**Run 1: the metal 2 layer**

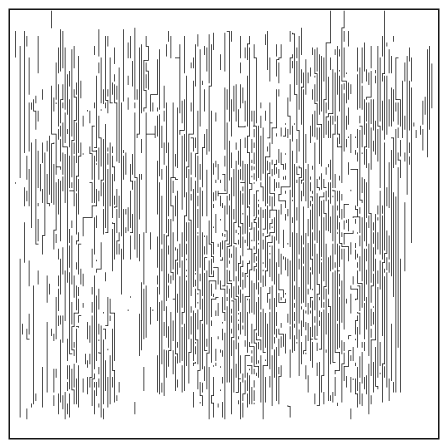
**Run 1: the clock network**

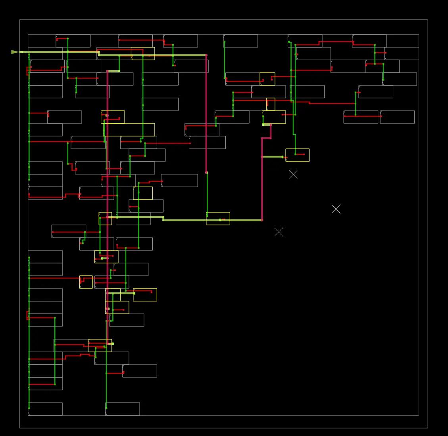
**Run 1: met4 routing**

Supply wires on this layer in grey.
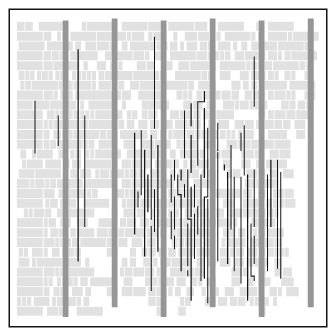
**Run 1: M3 wires**

Scale bar: 20 um.
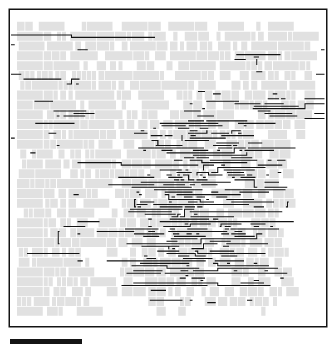
===== src/rtl/ps2_hack_keyboard_pkg.sv =====
// rtl/ps2_hack_keyboard_pkg.sv - Shared keycodes, scancodes and receiver states for ps2_hack_keyboard
package ps2_hack_keyboard_pkg;

   localparam logic [7:0] HACK_KEY_NEWLINE   = 8'd128;
   localparam logic [7:0] HACK_KEY_BACKSPACE = 8'd129;
   localparam logic [7:0] HACK_KEY_LEFT      = 8'd130;
   localparam logic [7:0] HACK_KEY_UP        = 8'd131;
   localparam logic [7:0] HACK_KEY_RIGHT     = 8'd132;
   localparam logic [7:0] HACK_KEY_DOWN      = 8'd133;
   localparam logic [7:0] HACK_KEY_HOME      = 8'd134;
   localparam logic [7:0] HACK_KEY_END       = 8'd135;
   localparam logic [7:0] HACK_KEY_PGUP      = 8'd136;
   localparam logic [7:0] HACK_KEY_PGDN      = 8'd137;
   localparam logic [7:0] HACK_KEY_INSERT    = 8'd138;
   localparam logic [7:0] HACK_KEY_DELETE    = 8'd139;
   localparam logic [7:0] HACK_KEY_ESC       = 8'd140;
   localparam logic [7:0] HACK_KEY_F1        = 8'd141;
   localparam logic [7:0] HACK_KEY_F2        = 8'd142;
   localparam logic [7:0] HACK_KEY_F3        = 8'd143;
   localparam logic [7:0] HACK_KEY_F4        = 8'd144;
   localparam logic [7:0] HACK_KEY_F5        = 8'd145;
   localparam logic [7:0] HACK_KEY_F6        = 8'd146;
   localparam logic [7:0] HACK_KEY_F7        = 8'd147;
   localparam logic [7:0] HACK_KEY_F8        = 8'd148;
   localparam logic [7:0] HACK_KEY_F9        = 8'd149;
   localparam logic [7:0] HACK_KEY_F10       = 8'd150;
   localparam logic [7:0] HACK_KEY_F11       = 8'd151;
   localparam logic [7:0] HACK_KEY_F12       = 8'd152;

   localparam logic [7:0] SC_EXT    = 8'hE0;
   localparam logic [7:0] SC_BRK    = 8'hF0;
   localparam logic [7:0] SC_LSHIFT = 8'h12;
   localparam logic [7:0] SC_RSHIFT = 8'h59;

   typedef enum logic [1:0] {
      RX_IDLE,
      RX_DATA,
      RX_PARITY,
      RX_STOP
   } rx_state_t;

endpackage


===== src/rtl/ps2_hack_keyboard_if.sv =====
// rtl/ps2_hack_keyboard_if.sv - PS/2 line inputs and Hack keycode outputs of ps2_hack_keyboard
interface ps2_hack_keyboard_if;
   logic       ps2_clk_i;
   logic       ps2_data_i;
   logic [7:0] keycode;
   logic       key_event;
   logic       frame_error;

   modport slave  (input  ps2_clk_i, ps2_data_i, output keycode, key_event, frame_error);
   modport master (output ps2_clk_i, ps2_data_i, input  keycode, key_event, frame_error);
endinterface


===== src/rtl/ps2_scancode_to_hack.sv =====
// rtl/ps2_scancode_to_hack.sv - Combinational set-2 {ext, code, shift} to Hack keycode lookup, 0 = unmapped
module ps2_scancode_to_hack
   import ps2_hack_keyboard_pkg::*;
(
   input  logic       ext,
   input  logic [7:0] code,
   input  logic       shift,
   output logic [7:0] keycode
);

   always_comb begin
      keycode = 8'h00;
      case ({ext, code})
         // letters are always uppercase
         9'h01C: keycode = 8'h41;  9'h032: keycode = 8'h42;  9'h021: keycode = 8'h43;  9'h023: keycode = 8'h44;
         9'h024: keycode = 8'h45;  9'h02B: keycode = 8'h46;  9'h034: keycode = 8'h47;  9'h033: keycode = 8'h48;
         9'h043: keycode = 8'h49;  9'h03B: keycode = 8'h4A;  9'h042: keycode = 8'h4B;  9'h04B: keycode = 8'h4C;
         9'h03A: keycode = 8'h4D;  9'h031: keycode = 8'h4E;  9'h044: keycode = 8'h4F;  9'h04D: keycode = 8'h50;
         9'h015: keycode = 8'h51;  9'h02D: keycode = 8'h52;  9'h01B: keycode = 8'h53;  9'h02C: keycode = 8'h54;
         9'h03C: keycode = 8'h55;  9'h02A: keycode = 8'h56;  9'h01D: keycode = 8'h57;  9'h022: keycode = 8'h58;
         9'h035: keycode = 8'h59;  9'h01A: keycode = 8'h5A;
         9'h016: keycode = shift ? 8'h21 : 8'h31;
         9'h01E: keycode = shift ? 8'h40 : 8'h32;
         9'h026: keycode = shift ? 8'h23 : 8'h33;
         9'h025: keycode = shift ? 8'h24 : 8'h34;
         9'h02E: keycode = shift ? 8'h25 : 8'h35;
         9'h036: keycode = shift ? 8'h5E : 8'h36;
         9'h03D: keycode = shift ? 8'h26 : 8'h37;
         9'h03E: keycode = shift ? 8'h2A : 8'h38;
         9'h046: keycode = shift ? 8'h28 : 8'h39;
         9'h045: keycode = shift ? 8'h29 : 8'h30;
         9'h04E: keycode = shift ? 8'h5F : 8'h2D;
         9'h055: keycode = shift ? 8'h2B : 8'h3D;
         9'h054: keycode = shift ? 8'h7B : 8'h5B;
         9'h05B: keycode = shift ? 8'h7D : 8'h5D;
         9'h05D: keycode = shift ? 8'h7C : 8'h5C;
         9'h04C: keycode = shift ? 8'h3A : 8'h3B;
         9'h052: keycode = shift ? 8'h22 : 8'h27;
         9'h041: keycode = shift ? 8'h3C : 8'h2C;
         9'h049: keycode = shift ? 8'h3E : 8'h2E;
         9'h04A: keycode = shift ? 8'h3F : 8'h2F;
         9'h00E: keycode = shift ? 8'h7E : 8'h60;
         9'h029: keycode = 8'h20;
         9'h05A, 9'h15A: keycode = HACK_KEY_NEWLINE;
         9'h066: keycode = HACK_KEY_BACKSPACE;  9'h076: keycode = HACK_KEY_ESC;
         9'h16B: keycode = HACK_KEY_LEFT;    9'h175: keycode = HACK_KEY_UP;
         9'h174: keycode = HACK_KEY_RIGHT;   9'h172: keycode = HACK_KEY_DOWN;
         9'h16C: keycode = HACK_KEY_HOME;    9'h169: keycode = HACK_KEY_END;
         9'h17D: keycode = HACK_KEY_PGUP;    9'h17A: keycode = HACK_KEY_PGDN;
         9'h170: keycode = HACK_KEY_INSERT;  9'h171: keycode = HACK_KEY_DELETE;
         9'h005: keycode = HACK_KEY_F1;   9'h006: keycode = HACK_KEY_F2;   9'h004: keycode = HACK_KEY_F3;
         9'h00C: keycode = HACK_KEY_F4;   9'h003: keycode = HACK_KEY_F5;   9'h00B: keycode = HACK_KEY_F6;
         9'h083: keycode = HACK_KEY_F7;   9'h00A: keycode = HACK_KEY_F8;   9'h001: keycode = HACK_KEY_F9;
         9'h009: keycode = HACK_KEY_F10;  9'h078: keycode = HACK_KEY_F11;  9'h007: keycode = HACK_KEY_F12;
         default: keycode = 8'h00;
      endcase
   end

endmodule


===== src/rtl/ps2_hack_keyboard.sv =====
// rtl/ps2_hack_keyboard.sv - PS/2 set-2 receiver and Hack keycode decoder; PS2_PARITY_CHECK_EN enables odd-parity checking
module ps2_hack_keyboard
   import ps2_hack_keyboard_pkg::*;
#(
   parameter int TIMEOUT_CYCLES = 25000,
   parameter int SYNC_STAGES    = 2
)(
   input  logic           clk,
   input  logic           reset,
   ps2_hack_keyboard_if.slave kb
);

   localparam logic [14:0] TIMEOUT_LIM = 15'(TIMEOUT_CYCLES - 1);

   logic [SYNC_STAGES-1:0] clk_sync, data_sync;
   logic                   clk_prev, fall, ps2_data;

   always_ff @(posedge clk) begin
      if (reset) begin
         clk_sync  <= '1;
         data_sync <= '1;
         clk_prev  <= 1'b1;
         fall      <= 1'b0;
      end else begin
         clk_sync  <= {clk_sync[SYNC_STAGES-2:0], kb.ps2_clk_i};
         data_sync <= {data_sync[SYNC_STAGES-2:0], kb.ps2_data_i};
         clk_prev  <= clk_sync[SYNC_STAGES-1];
         fall      <= clk_prev & ~clk_sync[SYNC_STAGES-1];
      end
   end

   assign ps2_data = data_sync[SYNC_STAGES-1];

   rx_state_t   state, state_n;
   logic [2:0]  bit_cnt;
   logic [7:0]  shreg, rx_byte;
   logic [14:0] to_cnt;
   logic        par_err, timeout, byte_ok, rx_err, byte_valid, frame_error;

   assign timeout = (state != RX_IDLE) && !fall && (to_cnt == TIMEOUT_LIM);

   always_comb begin
      state_n = state;
      byte_ok = 1'b0;
      rx_err  = 1'b0;
      if (timeout) begin
         state_n = RX_IDLE;
         rx_err  = 1'b1;
      end else if (fall) begin
         case (state)
            RX_IDLE:   if (!ps2_data) state_n = RX_DATA; else rx_err = 1'b1;
            RX_DATA:   if (bit_cnt == 3'd7) state_n = RX_PARITY;
            RX_PARITY: state_n = RX_STOP;
            RX_STOP: begin
               state_n = RX_IDLE;
               if (ps2_data && !par_err) byte_ok = 1'b1;
               else                      rx_err  = 1'b1;
            end
            default:   state_n = RX_IDLE;
         endcase
      end
   end

   always_ff @(posedge clk) begin
      if (reset) begin
         state       <= RX_IDLE;
         bit_cnt     <= 3'd0;
         shreg       <= 8'h00;
         rx_byte     <= 8'h00;
         to_cnt      <= 15'd0;
         byte_valid  <= 1'b0;
         frame_error <= 1'b0;
      end else begin
         state       <= state_n;
         byte_valid  <= byte_ok;
         frame_error <= rx_err;
         to_cnt      <= (fall || state == RX_IDLE) ? 15'd0 : to_cnt + 15'd1;
         if (byte_ok) rx_byte <= shreg;
         if (state == RX_IDLE) bit_cnt <= 3'd0;
         if (fall && state == RX_DATA) begin
            shreg   <= {ps2_data, shreg[7:1]};
            bit_cnt <= bit_cnt + 3'd1;
         end
      end
   end

`ifdef PS2_PARITY_CHECK_EN
   // data bits plus parity bit must hold an odd number of ones
   always_ff @(posedge clk) begin
      if (reset)                          par_err <= 1'b0;
      else if (fall && state == RX_PARITY) par_err <= ~^{shreg, ps2_data};
   end
`else
   assign par_err = 1'b0;
`endif

   logic       ext, brk, lshift, rshift, key_event, is_prefix, is_shift;
   logic [8:0] held;
   logic [7:0] keycode, keycode_n, lookup;

   ps2_scancode_to_hack u_map (
      .ext     (ext),
      .code    (rx_byte),
      .shift   (lshift | rshift),
      .keycode (lookup)
   );

   assign is_prefix = (rx_byte == SC_EXT) || (rx_byte == SC_BRK);
   assign is_shift  = !ext && ((rx_byte == SC_LSHIFT) || (rx_byte == SC_RSHIFT));

   always_comb begin
      keycode_n = keycode;
      if (byte_valid && !is_prefix && !is_shift) begin
         if (brk) begin
            if ({ext, rx_byte} == held) keycode_n = 8'h00;
         end else if (lookup != 8'h00) begin
            keycode_n = lookup;
         end
      end
   end

   always_ff @(posedge clk) begin
      if (reset) begin
         ext       <= 1'b0;
         brk       <= 1'b0;
         lshift    <= 1'b0;
         rshift    <= 1'b0;
         held      <= 9'h000;
         keycode   <= 8'h00;
         key_event <= 1'b0;
      end else begin
         keycode   <= keycode_n;
         key_event <= (keycode_n != keycode);
         if (byte_valid) begin
            if (rx_byte == SC_EXT)      ext <= 1'b1;
            else if (rx_byte == SC_BRK) brk <= 1'b1;
            else begin
               ext <= 1'b0;
               brk <= 1'b0;
               if (is_shift) begin
                  if (rx_byte == SC_LSHIFT) lshift <= !brk;
                  else                      rshift <= !brk;
               end else if (!brk && lookup != 8'h00) begin
                  held <= {ext, rx_byte};
               end
            end
         end
      end
   end

   assign kb.keycode     = keycode;
   assign kb.key_event   = key_event;
   assign kb.frame_error = frame_error;

endmodule

===== src/flat_wrapper.sv =====
// flat-port wrapper written by rule: the top's interface ports become plain ports
module ps2_hack_keyboard_flat import ps2_hack_keyboard_pkg::*;
#(
   parameter int TIMEOUT_CYCLES = 25000,
   parameter int SYNC_STAGES    = 2
)
  (clk, reset, kb_ps2_clk_i, kb_ps2_data_i, kb_keycode, kb_key_event, kb_frame_error);
  ps2_hack_keyboard_if kb_i ();
  input  logic clk;
  input  logic reset;
  input wire logic [$bits(kb_i.ps2_clk_i)-1:0] kb_ps2_clk_i;
  input wire logic [$bits(kb_i.ps2_data_i)-1:0] kb_ps2_data_i;
  output wire logic [$bits(kb_i.keycode)-1:0] kb_keycode;
  output wire logic [$bits(kb_i.key_event)-1:0] kb_key_event;
  output wire logic [$bits(kb_i.frame_error)-1:0] kb_frame_error;
  assign kb_i.ps2_clk_i = kb_ps2_clk_i;
  assign kb_i.ps2_data_i = kb_ps2_data_i;
  assign kb_keycode = kb_i.keycode;
  assign kb_key_event = kb_i.key_event;
  assign kb_frame_error = kb_i.frame_error;
  ps2_hack_keyboard #(.TIMEOUT_CYCLES(TIMEOUT_CYCLES), .SYNC_STAGES(SYNC_STAGES)) u_core (.clk(clk), .reset(reset), .kb(kb_i));
endmodule

===== config.mk =====
export PLATFORM = sky130hd
export DESIGN_NAME = ps2_hack_keyboard_flat
export DESIGN_NICKNAME = d
export VERILOG_FILES = /design/src/rtl/ps2_hack_keyboard_pkg.sv /design/src/rtl/ps2_hack_keyboard_if.sv /design/src/rtl/ps2_scancode_to_hack.sv /design/src/rtl/ps2_hack_keyboard.sv /design/src/flat_wrapper.sv
export SDC_FILE = /design/constraint.sdc
export NUM_CORES = 1
export LEC_CHECK = 0
export CORE_MARGIN = 1.5
export CORE_UTILIZATION = 65
export CTS_CLUSTER_SIZE = 20
export DETAILED_ROUTE_END_ITERATION = 6
export DONT_BUFFER_PORTS = 1
export PLACE_DENSITY = 0.84
export SLEW_MARGIN = 15
export SYNTH_ARGS = -nofsm -noshare
export SYNTH_HDL_FRONTEND = slang
export SYNTH_SLANG_ARGS = --single-unit

===== constraint.sdc =====
create_clock -name clk -period 3.2 [get_ports clk]
set_clock_uncertainty 0.05 [all_clocks]
set_input_delay 0.32 -clock clk [delete_from_list [all_inputs] [get_ports clk]]
set_output_delay 0.32 -clock clk [all_outputs]
set_load 0.03 [all_outputs]

==> metrics.csv, run 1 <==
metric;value;unit
tritoncts_clock_tree;done;
ys.warnings.count;0;
mappedNetlistArea;0.00464;mm2
share_of_power_burned_in_registers;0.528;
largest_area_cell;sky130_fd_sc_hd__dfxtp_1;
drive_gt1_frac;0.175;
failing_checks;DRC;
fin_hold_ws;21.4;ps
critPathLaunchType;register;
critical_path_required;3370;ps
min_period_over_period;0.984;
timing.slew.headroom;0.522;
clkTransAtPathRegs;80;ps
setup_viol_count_final;0;
detailed_place_hpwl;10600;um
finalMaxSlewViolations;0;
synth_cells;609;
detail_route.drc_violations;3;
status;finished, violations left;
topCellsByArea;sky130_fd_sc_hd__dfxtp_1 28%, sky130_fd_sc_hd__nand2_1 6.1%, sky130_fd_sc_hd__a21oi_1 5.8%;
final_cell_mix;75 x sky130_fd_sc_hd__nand2_1, 58 x sky130_fd_sc_hd__dfxtp_1, 55 x sky130_fd_sc_hd__nor2_1;
timing.reg2reg.setup_slack;50;ps
leakage;0.00182;uW
yosys-top-cells-count;75 x sky130_fd_sc_hd__nand2_1, 66 x sky130_fd_sc_hd__dfxtp_1, 56 x sky130_fd_sc_hd__nor2_1;
setup_tns;0;ps
postSynth.topFlopCell;sky130_fd_sc_hd__dfxtp_1;
track_usage;0.400;
max_freq;0.318;GHz
clk-insertion-delay-late;350;ps
grt_max_degree;43;
detailroute.via_count;5047;
worstSetupPathType;reg2reg;
synthArstFlopShare;0;
pin_count;14;
drt-vias-per-instance;6.97;
Back to the opening pictures, 'the metal 2 layer':
wire length on this layer: 6610 um
share of all routed wire: 45%
main direction: vertical
nets with wire on the layer: 547

Back to the opening pictures, 'the clock network':
clock sinks: 66
flop count: 66

Back to the opening pictures, 'met4 routing':
nets with wire on the layer: 50
main direction: vertical
share of all routed wire: 6.7%

Back to the opening pictures, 'M3 wires':
main direction: horizontal
longest straight run: 36.8 um

==> run 1: cell families after synthesis <==
kind of cell,after synthesis,share of synthesized area
simple gates,282,0.327
compound gates,157,0.235
flops,66,0.285
buf+inv,64,0.0701
xor+xnor,23,0.0434
mux,10,0.0216
fa+ha+maj,7,0.0189
==> run 1: registers in the layout, indices dropped and copies added, names as in the netlist, 2 cells and up <==
| register | flops |
|---|---|
| u_core.kb.keycode | 8 |
| u_core.bit_cnt | 3 |
| u_core.shreg | 8 |
| u_core.state | 2 |
| u_core.clk_sync | 2 |
| u_core.held | 9 |
| u_core.data_sync | 2 |
| u_core.to_cnt | 15 |
| u_core.rx_byte | 8 |
==> run 1: area by class of cell <==
type | instances | area share
clock inverters | 7 | 0.0153
inverters | 13 | 0.00945
flip-flops and latches | 66 | 0.258
multi-input cells | 479 | 0.587
well taps | 96 | 0.0233
repair buffers | 54 | 0.0834
clock buffers | 9 | 0.0240
==> run 1: timing repair <==
action	in CTS	in global routing
setup endpoints to repair	1	16
hold buffers	1	0
resized	2	12
hold endpoints to repair	42	0
pin swaps	0	0
==> run 1: power by group through the flow <==
stage          Clock, uW  Combinational [uW]  Sequential [uW]
6_report             723                16.5              826
5_1_grt              758                18.0              826
4_1_cts              732                16.5              826
3_5_place_dp           0                5.96              845
3_3_place_gp           0                5.41              845
2_1_floorplan          0                12.8              844
==> run 1: metrics by stage <==
step,total power (uW),utilization,std cells,instance area (um2),setup WS (ps)
6_report,1570,0.755,724,5160,50.6
5_1_grt,1600,0.755,724,5160,9.17
4_1_cts,1570,0.749,724,5120,34.0
3_5_place_dp,851,0.716,707,4890,-148
3_3_place_gp,851,0.716,707,4890,-130
2_1_floorplan,857,-,609,4640,613
==> run 1: path summary, 6_finish.rpt <==
| path | start | endpoint | depth (start not counted) |
|---|---|---|---|
| worst min register to register | u_core.data_sync[0] | u_core.data_sync[1] | 1 |
| worst max register to register | u_core.rx_byte[2] | u_core.kb.key_event | 9 |
| worst max-delay path | u_core.rx_byte[2] | u_core.kb.key_event | 9 |
| worst min-delay path | kb_ps2_data_i | u_core.data_sync[0] | 1 |
==> run 1: critical path, cell delays in order, from the launching register on <==
cell and delay (ps):
sky130_fd_sc_hd__dfxtp_2 630, sky130_fd_sc_hd__buf_4 250, sky130_fd_sc_hd__nand3b_1 190, sky130_fd_sc_hd__a21boi_0 260
sky130_fd_sc_hd__o311ai_0 210, sky130_fd_sc_hd__a2111oi_0 450, sky130_fd_sc_hd__a31oi_1 220, sky130_fd_sc_hd__nor2b_1 200
sky130_fd_sc_hd__nor4_2 400, sky130_fd_sc_hd__a41oi_2 160
==> run 1: layer usage <==
metal	track usage	routed length (um)
met5	0	0
met2	0.638	6610
met4	0.250	980
met1	0.474	5480
met3	0.111	1550
--- run 2 (diff from run 1) ---
- CTS_CLUSTER_DIAMETER: default -> 200
- GPL_TIMING_DRIVEN: default -> 1
**Run 2: met4 routing**

Supply wires on this layer in grey.
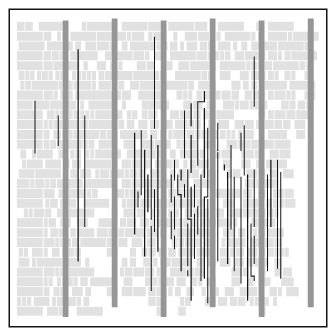
nets with wire on the layer: 50
share of all routed wire: 6.7%
longest straight run: 58.5 um
main direction: vertical
wire length on this layer: 981 um

**Run 2: the metal 2 layer**

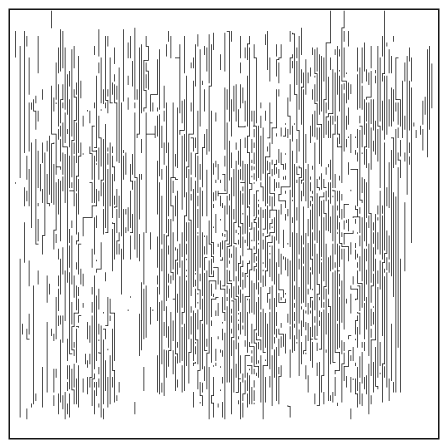
longest straight run: 39.9 um
nets with wire on the layer: 547
wire length on this layer: 6610 um
share of all routed wire: 45%
main direction: vertical

**Run 2: the clock network**

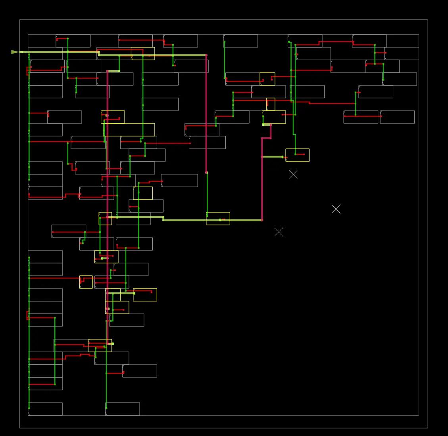
tally of clock buffers in the finished layout: 9
CTS Buf Count: 9
clk ins delay skew pair: 350 ps
power of the clock network: 723 uW

==> run 2 against run 1 <==
Net effect:
- the flow still finishes with violations (DRC)
- sequential power about the same
- first-iteration DRC count unchanged
- hold slack did not move
- setup slack did not move
- area after synthesis unchanged
- sequential cell count is the same
- synthesized cell count unchanged
- count of clock-buffer cells in the layout is the same
- clock power about the same
- combinational power barely moved
- critical path depth unchanged
- largest power group unchanged
- highest routed layer unchanged
==> metrics.csv, run 2 <==
metric;value;unit
fin_hold_ws;21.4;ps
cts.root.buffer_cell;sky130_fd_sc_hd__clkbuf_8;
fin_area;0.00516;mm2
grt_pass1_vias;4814;
final_cell_mix;75 x sky130_fd_sc_hd__nand2_1, 58 x sky130_fd_sc_hd__dfxtp_1, 55 x sky130_fd_sc_hd__nor2_1;
setup_tns;0;ps
ys.warnings.count;0;
critical-path-top-delay-family;AND-OR/OR-AND gates;
placementRows;30;
detailed_place_hpwl;10600;um
grt_max_degree;43;
synthArstFlopShare;0;
place_area;0.00489;mm2
crit_arrival;3320;ps
leakage;0.00182;uW
critPathLaunchType;register;
rsz0062_at_grt;false;
worstSetupPathType;reg2reg;
syn2layout_area_growth;11.2;%
status;finished, violations left;
reg_top3;u_core.to_cnt: 15 flops, u_core.held: 9 flops;
antennaDiodeCount;0;
detailroute.via_count;5047;
max_stage_delay;630;ps
core_util_floorplan;0.679;
critical_path_required;3370;ps
synthDistinctLibCells;85;
netlist.top_cell.by_instances;sky130_fd_sc_hd__nand2_1;
drt_pass1_iterations;7;
cp_slowest_cell;sky130_fd_sc_hd__dfxtp_2;
floorplan.core_area;0.00683;mm2
synth_cells;609;
clock_sinks;66;
finalWeightedCongestion;1.15;
mappedNetlistArea;0.00464;mm2
finalMaxSlewViolations;0;
highest-signal-layer;met4;
timing.reg2reg.setup_slack;50;ps
yosys-top-cells-count;75 x sky130_fd_sc_hd__nand2_1, 66 x sky130_fd_sc_hd__dfxtp_1, 56 x sky130_fd_sc_hd__nor2_1;
failing_checks;DRC;
tritoncts_clock_tree;done;
drt-vias-per-instance;6.97;
drt_wl_total;14600;um
min_period_over_period;0.984;
enable_flop_cells;0;
dpl_worst_slack;-148;ps
clkTransAtPathRegs;80;ps
registers.top_by_ff_count;u_core.to_cnt;
timing.slew.headroom;0.522;
final_util;0.755;
largest_area_cell;sky130_fd_sc_hd__dfxtp_1;
final_critical_path_setup_slack;50.6;ps
peak_supply_drop;0.000421;V
timing.critical_path.cells;buf_4 > nand3b_1 > a21boi_0 > o311ai_0 > a2111oi_0 > a31oi_1 > nor2b_1 > nor4_2 > a41oi_2;
drt_iter0_drcs;967;
met3RoutedLength;1550;um
cts.path.max_buffers;2;
max_freq;0.318;GHz
wirelength_met1;5480;um
pin_count;14;
design.die.area;0.00765;mm2
critical_path_buf_inv_count;1;
ys_seq_elements;66;
setup_viol_count_final;0;
overflow_left_after_global_routing;0;
largest_register_ffs;15;
detail_route.drc_violations;3;
synthesis.nets;620;
drive_gt1_frac;0.175;
topCellsByArea;sky130_fd_sc_hd__dfxtp_1 28%, sky130_fd_sc_hd__nand2_1 6.1%, sky130_fd_sc_hd__a21oi_1 5.8%;
postSynth.topFlopCell;sky130_fd_sc_hd__dfxtp_1;
filler_cell_count;497;
yosysSeqAreaShare;0.285;
track_usage;0.400;
i_o_buffers;0;
period_minus_slack;3150;ps
met2RoutedLength;6610;um
run 2: per-stage QoR:
step,cells,total power (uW)
3_5_place_dp,707,851
4_1_cts,724,1570
6_report,724,1570
3_3_place_gp,707,851
5_1_grt,724,1600
2_1_floorplan,609,857
run 2: power breakdown:
| group | total, uW | switching, uW | internal (uW) |
|---|---|---|---|
| clock network | 723 | 357 | 366 |
| logic | 16.5 | 10.8 | 5.63 |
| registers | 826 | 2.48 | 824 |
| total | 1570 | 370 | 1200 |
run 2: area by class of cell:
| class | count | area share |
|---|---|---|
| clock buffer | 9 | 0.0240 |
| clock inverter | 7 | 0.0153 |
| inverter | 13 | 0.00945 |
| multi-input combinational | 479 | 0.587 |
| sequential | 66 | 0.258 |
| tap | 96 | 0.0233 |
| timing repair buffer | 54 | 0.0834 |
run 2: what timing repair did:
item / 4_1_cts / 5_1_grt
buffers inserted: 0 / 0
hold endpoints to repair: 42 / 0
hold buffers: 1 / 0
setup endpoints to repair: 1 / 16
resized: 2 / 12
cloned: 0 / 0
run 2: worst register-to-register path, stage by stage, from the launching register on:
cell	delay [ps]
sky130_fd_sc_hd__dfxtp_2	630
sky130_fd_sc_hd__buf_4	250
sky130_fd_sc_hd__nand3b_1	190
sky130_fd_sc_hd__a21boi_0	260
sky130_fd_sc_hd__o311ai_0	210
sky130_fd_sc_hd__a2111oi_0	450
sky130_fd_sc_hd__a31oi_1	220
sky130_fd_sc_hd__nor2b_1	200
sky130_fd_sc_hd__nor4_2	400
sky130_fd_sc_hd__a41oi_2	160
run 2: kinds of logic (layout without fill, tap and decap cells):
kind of cell             Yosys count  count (layout)  synth area share
AND-OR/OR-AND                    157             157             0.235
XOR/XNOR                          23              23            0.0434
adder cells (fa/ha/maj)            7               7            0.0189
buffers and inverters             64              83            0.0701
flip-flops                        66              66             0.285
multiplexers                      10              10            0.0216
AND/OR/NAND/NOR                  282             282             0.327
run 2: path summary, 6_finish.rpt:
path,start,endpoint,depth (start not counted)
setup / recovery,u_core.rx_byte[2],u_core.kb.key_event,9
hold / removal,kb_ps2_data_i,u_core.data_sync[0],1
setup reg to reg,u_core.rx_byte[2],u_core.kb.key_event,9
hold reg to reg,u_core.data_sync[0],u_core.data_sync[1],1
run 2: metal layers:
metal	up-vias	track usage
li1	2242	-
met1	2270	0.474
met2	407	0.638
met3	128	0.111
met4	0	0.250
met5	-	0
--- run 3 (diff from run 2) ---
- CORE_UTILIZATION: 65 -> 70
- PLACE_DENSITY: 0.84 -> 0.89
- SLEW_MARGIN: 15 -> 30
- clock period: 3.2 -> 3.9 ns (I/O delays scaled with it)
**Run 3: the clock network**

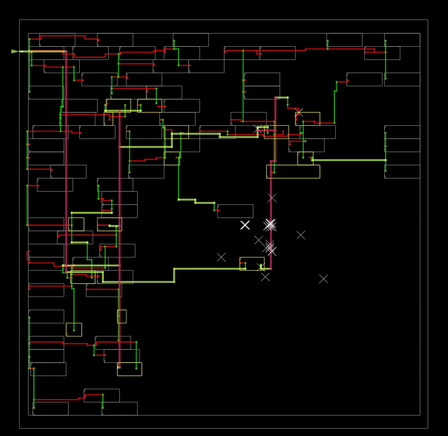
clk ins delay skew pair: 360 ps
power of the clock network: 596 uW

**Run 3: met1 routing**

Supply wires on this layer in grey.
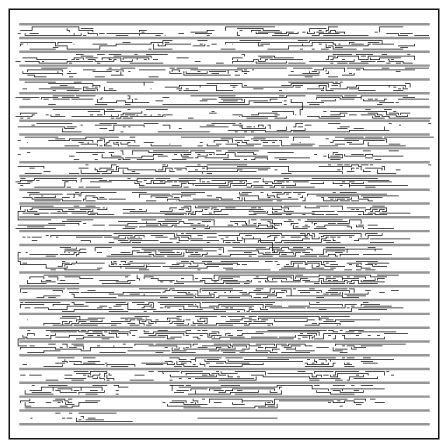
nets with wire on the layer: 560
longest straight run: 22.5 um
wire length on this layer: 5360 um

**Run 3: M3 wires**

Scale bar: 20 um.
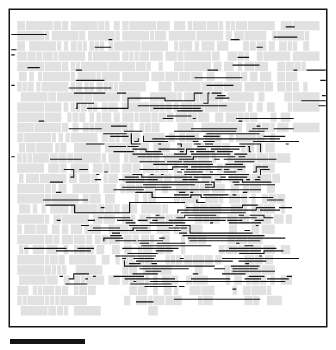
wire length on this layer: 1720 um
longest straight run: 35.9 um
nets with wire on the layer: 142

==> run 3 against run 2 <==
Net effect:
- the run still ends with DRC left
- non-clock buffer count decreased by 35
- clock power down 18%
- sequential cell count did not move
- wire length up 1.5%
- core utilization fell by 0.29 points
- total power decreased by 18%
- largest power group unchanged
==> metrics.csv, run 3 <==
metric;value;unit
status;finished, violations left;
failing_checks;DRC;
dpl_worst_slack;485;ps
postSynth.topFlopCell;sky130_fd_sc_hd__dfxtp_1;
ys.warnings.count;0;
dp.cells;654;
core_util_floorplan;0.726;
filler_cell_count;437;
detail_route.drc_violations;42;
registers.top_by_ff_count;u_core.to_cnt;
final_critical_path_setup_slack;270;ps
place_area;0.00461;mm2
finalMaxSlewViolations;0;
max_stage_delay;830;ps
crit_arrival;3810;ps
cts.root.buffer_cell;sky130_fd_sc_hd__clkbuf_8;
stdcell_count;670;
antennaDiodeCount;0;
largest_register_ffs;15;
synthDistinctLibCells;85;
detailed_place_hpwl;9880;um
syn2layout_area_growth;3.59;%
drt_pass1_iterations;7;
netlist.top_cell.by_instances;sky130_fd_sc_hd__nand2_1;
floorplan.core_area;0.00639;mm2
reg_top3;u_core.to_cnt: 15 flops, u_core.held: 9 flops;
ys_seq_elements;66;
synth_cells;609;
critical_path_buf_inv_count;2;
track_usage;0.424;
drt_wl_total;14800;um
mappedNetlistArea;0.00464;mm2
worstSetupPathType;reg2reg;
post-cts-setup-buffers;0;
period_minus_slack;3630;ps
critical_path_required;4080;ps
max_freq;0.275;GHz
clkTransAtPathRegs;80;ps
fin_area;0.00481;mm2
drt_iter0_drcs;902;
topCellsByArea;sky130_fd_sc_hd__dfxtp_1 28%, sky130_fd_sc_hd__nand2_1 6.1%, sky130_fd_sc_hd__a21oi_1 5.8%;
tritoncts_clock_tree;done;
detailroute.via_count;4957;
share_of_power_burned_in_registers;0.530;
intPower;978;uW
combinationalPowerShare;0.004;
critical-path-top-delay-family;simple AND/OR/NAND/NOR gates;
finalWeightedCongestion;1.08;
leakage;0.00165;uW
pin_count;14;
switching_share;0.235;
yosys-top-cells-count;75 x sky130_fd_sc_hd__nand2_1, 66 x sky130_fd_sc_hd__dfxtp_1, 56 x sky130_fd_sc_hd__nor2_1;
timing.slew.headroom;0.377;
cts_inserted_buffers;9;
setup_tns;0;ps
critPathLaunchType;register;
placementRows;29;
cp_slowest_cell;sky130_fd_sc_hd__dfxtp_1;
min_period_over_period;0.931;
rsz0062_at_grt;false;
cts.path.max_buffers;2;
cpMostUsedCell;sky130_fd_sc_hd__buf_4;
clock_sinks;66;
i_o_buffers;0;
grt_max_degree;50;
largest_area_cell;sky130_fd_sc_hd__dfxtp_1;
setup_viol_count_final;0;
synthArstFlopShare;0;
synthesis.nets;620;
## run 3: worst paths after layout
check                    start             endpoint  slack (ps)  cells after the start
max reg2reg  u_core.rx_byte[0]  u_core.kb.key_event         270                     11
min reg2reg    u_core.clk_prev          u_core.fall         370                      2
max          u_core.rx_byte[0]  u_core.kb.key_event         270                     11
min                      reset      u_core.shreg[5]          40                      1
## run 3: cell families after synthesis
group / Yosys count / synth area share
adders and majority gates: 7 / 0.0189
and+or+nand+nor: 282 / 0.327
muxes: 10 / 0.0216
DFF: 66 / 0.285
AOI/OAI and AO/OA: 157 / 0.235
xor gates and xnor gates: 23 / 0.0434
buffers and inverters: 64 / 0.0701
## run 3: stage by stage
step / power, uW / utilization
floorplan: 703 / -
global placement: 698 / 0.721
detailed placement: 699 / 0.721
CTS: 1270 / 0.753
global route: 1300 / 0.753
finish: 1280 / 0.753
## run 3: routing by layer
metal | global-route usage | vias to the layer above | routed length [um]
li1 | - | 2179 | -
met2 | 0.689 | 428 | 6720
met1 | 0.490 | 2224 | 5360
met5 | 0.0210 | - | 0
met3 | 0.125 | 126 | 1720
met4 | 0.260 | 0 | 1040
## run 3: final cells by class
type,count,area (um2),area share
flip-flops and latches,66,1320,0.275
inverters,13,48.8,0.0102
well taps,77,96.3,0.0200
clock buffers,9,124,0.0258
multi-input cells,479,3000,0.624
clock inverters,7,75.1,0.0156
repair buffers,19,143,0.0297
## run 3: power groups by stage
| stage | clock network [uW] | logic (uW) | registers, uW |
|---|---|---|---|
| 6_report | 596 | 4.97 | 678 |
| 5_1_grt | 613 | 5.47 | 678 |
| 4_1_cts | 588 | 4.97 | 678 |
| 3_5_place_dp | 0 | 4.78 | 694 |
| 3_3_place_gp | 0 | 4.49 | 694 |
| 2_1_floorplan | 0 | 10.5 | 693 |
## run 3: worst register-to-register path: stages, from the launching register on
cell and delay [ps]:
sky130_fd_sc_hd__dfxtp_1 830, sky130_fd_sc_hd__buf_4 350, sky130_fd_sc_hd__nor3b_2 120, sky130_fd_sc_hd__nand3_2 180, sky130_fd_sc_hd__o32ai_1 130, sky130_fd_sc_hd__buf_4 170, sky130_fd_sc_hd__or3_1 390, sky130_fd_sc_hd__a311oi_1 420
sky130_fd_sc_hd__and3_1 390, sky130_fd_sc_hd__a21o_4 220, sky130_fd_sc_hd__or2_1 150, sky130_fd_sc_hd__a41oi_2 120
No activity file was given, so power comes from the tool's default toggle rates.
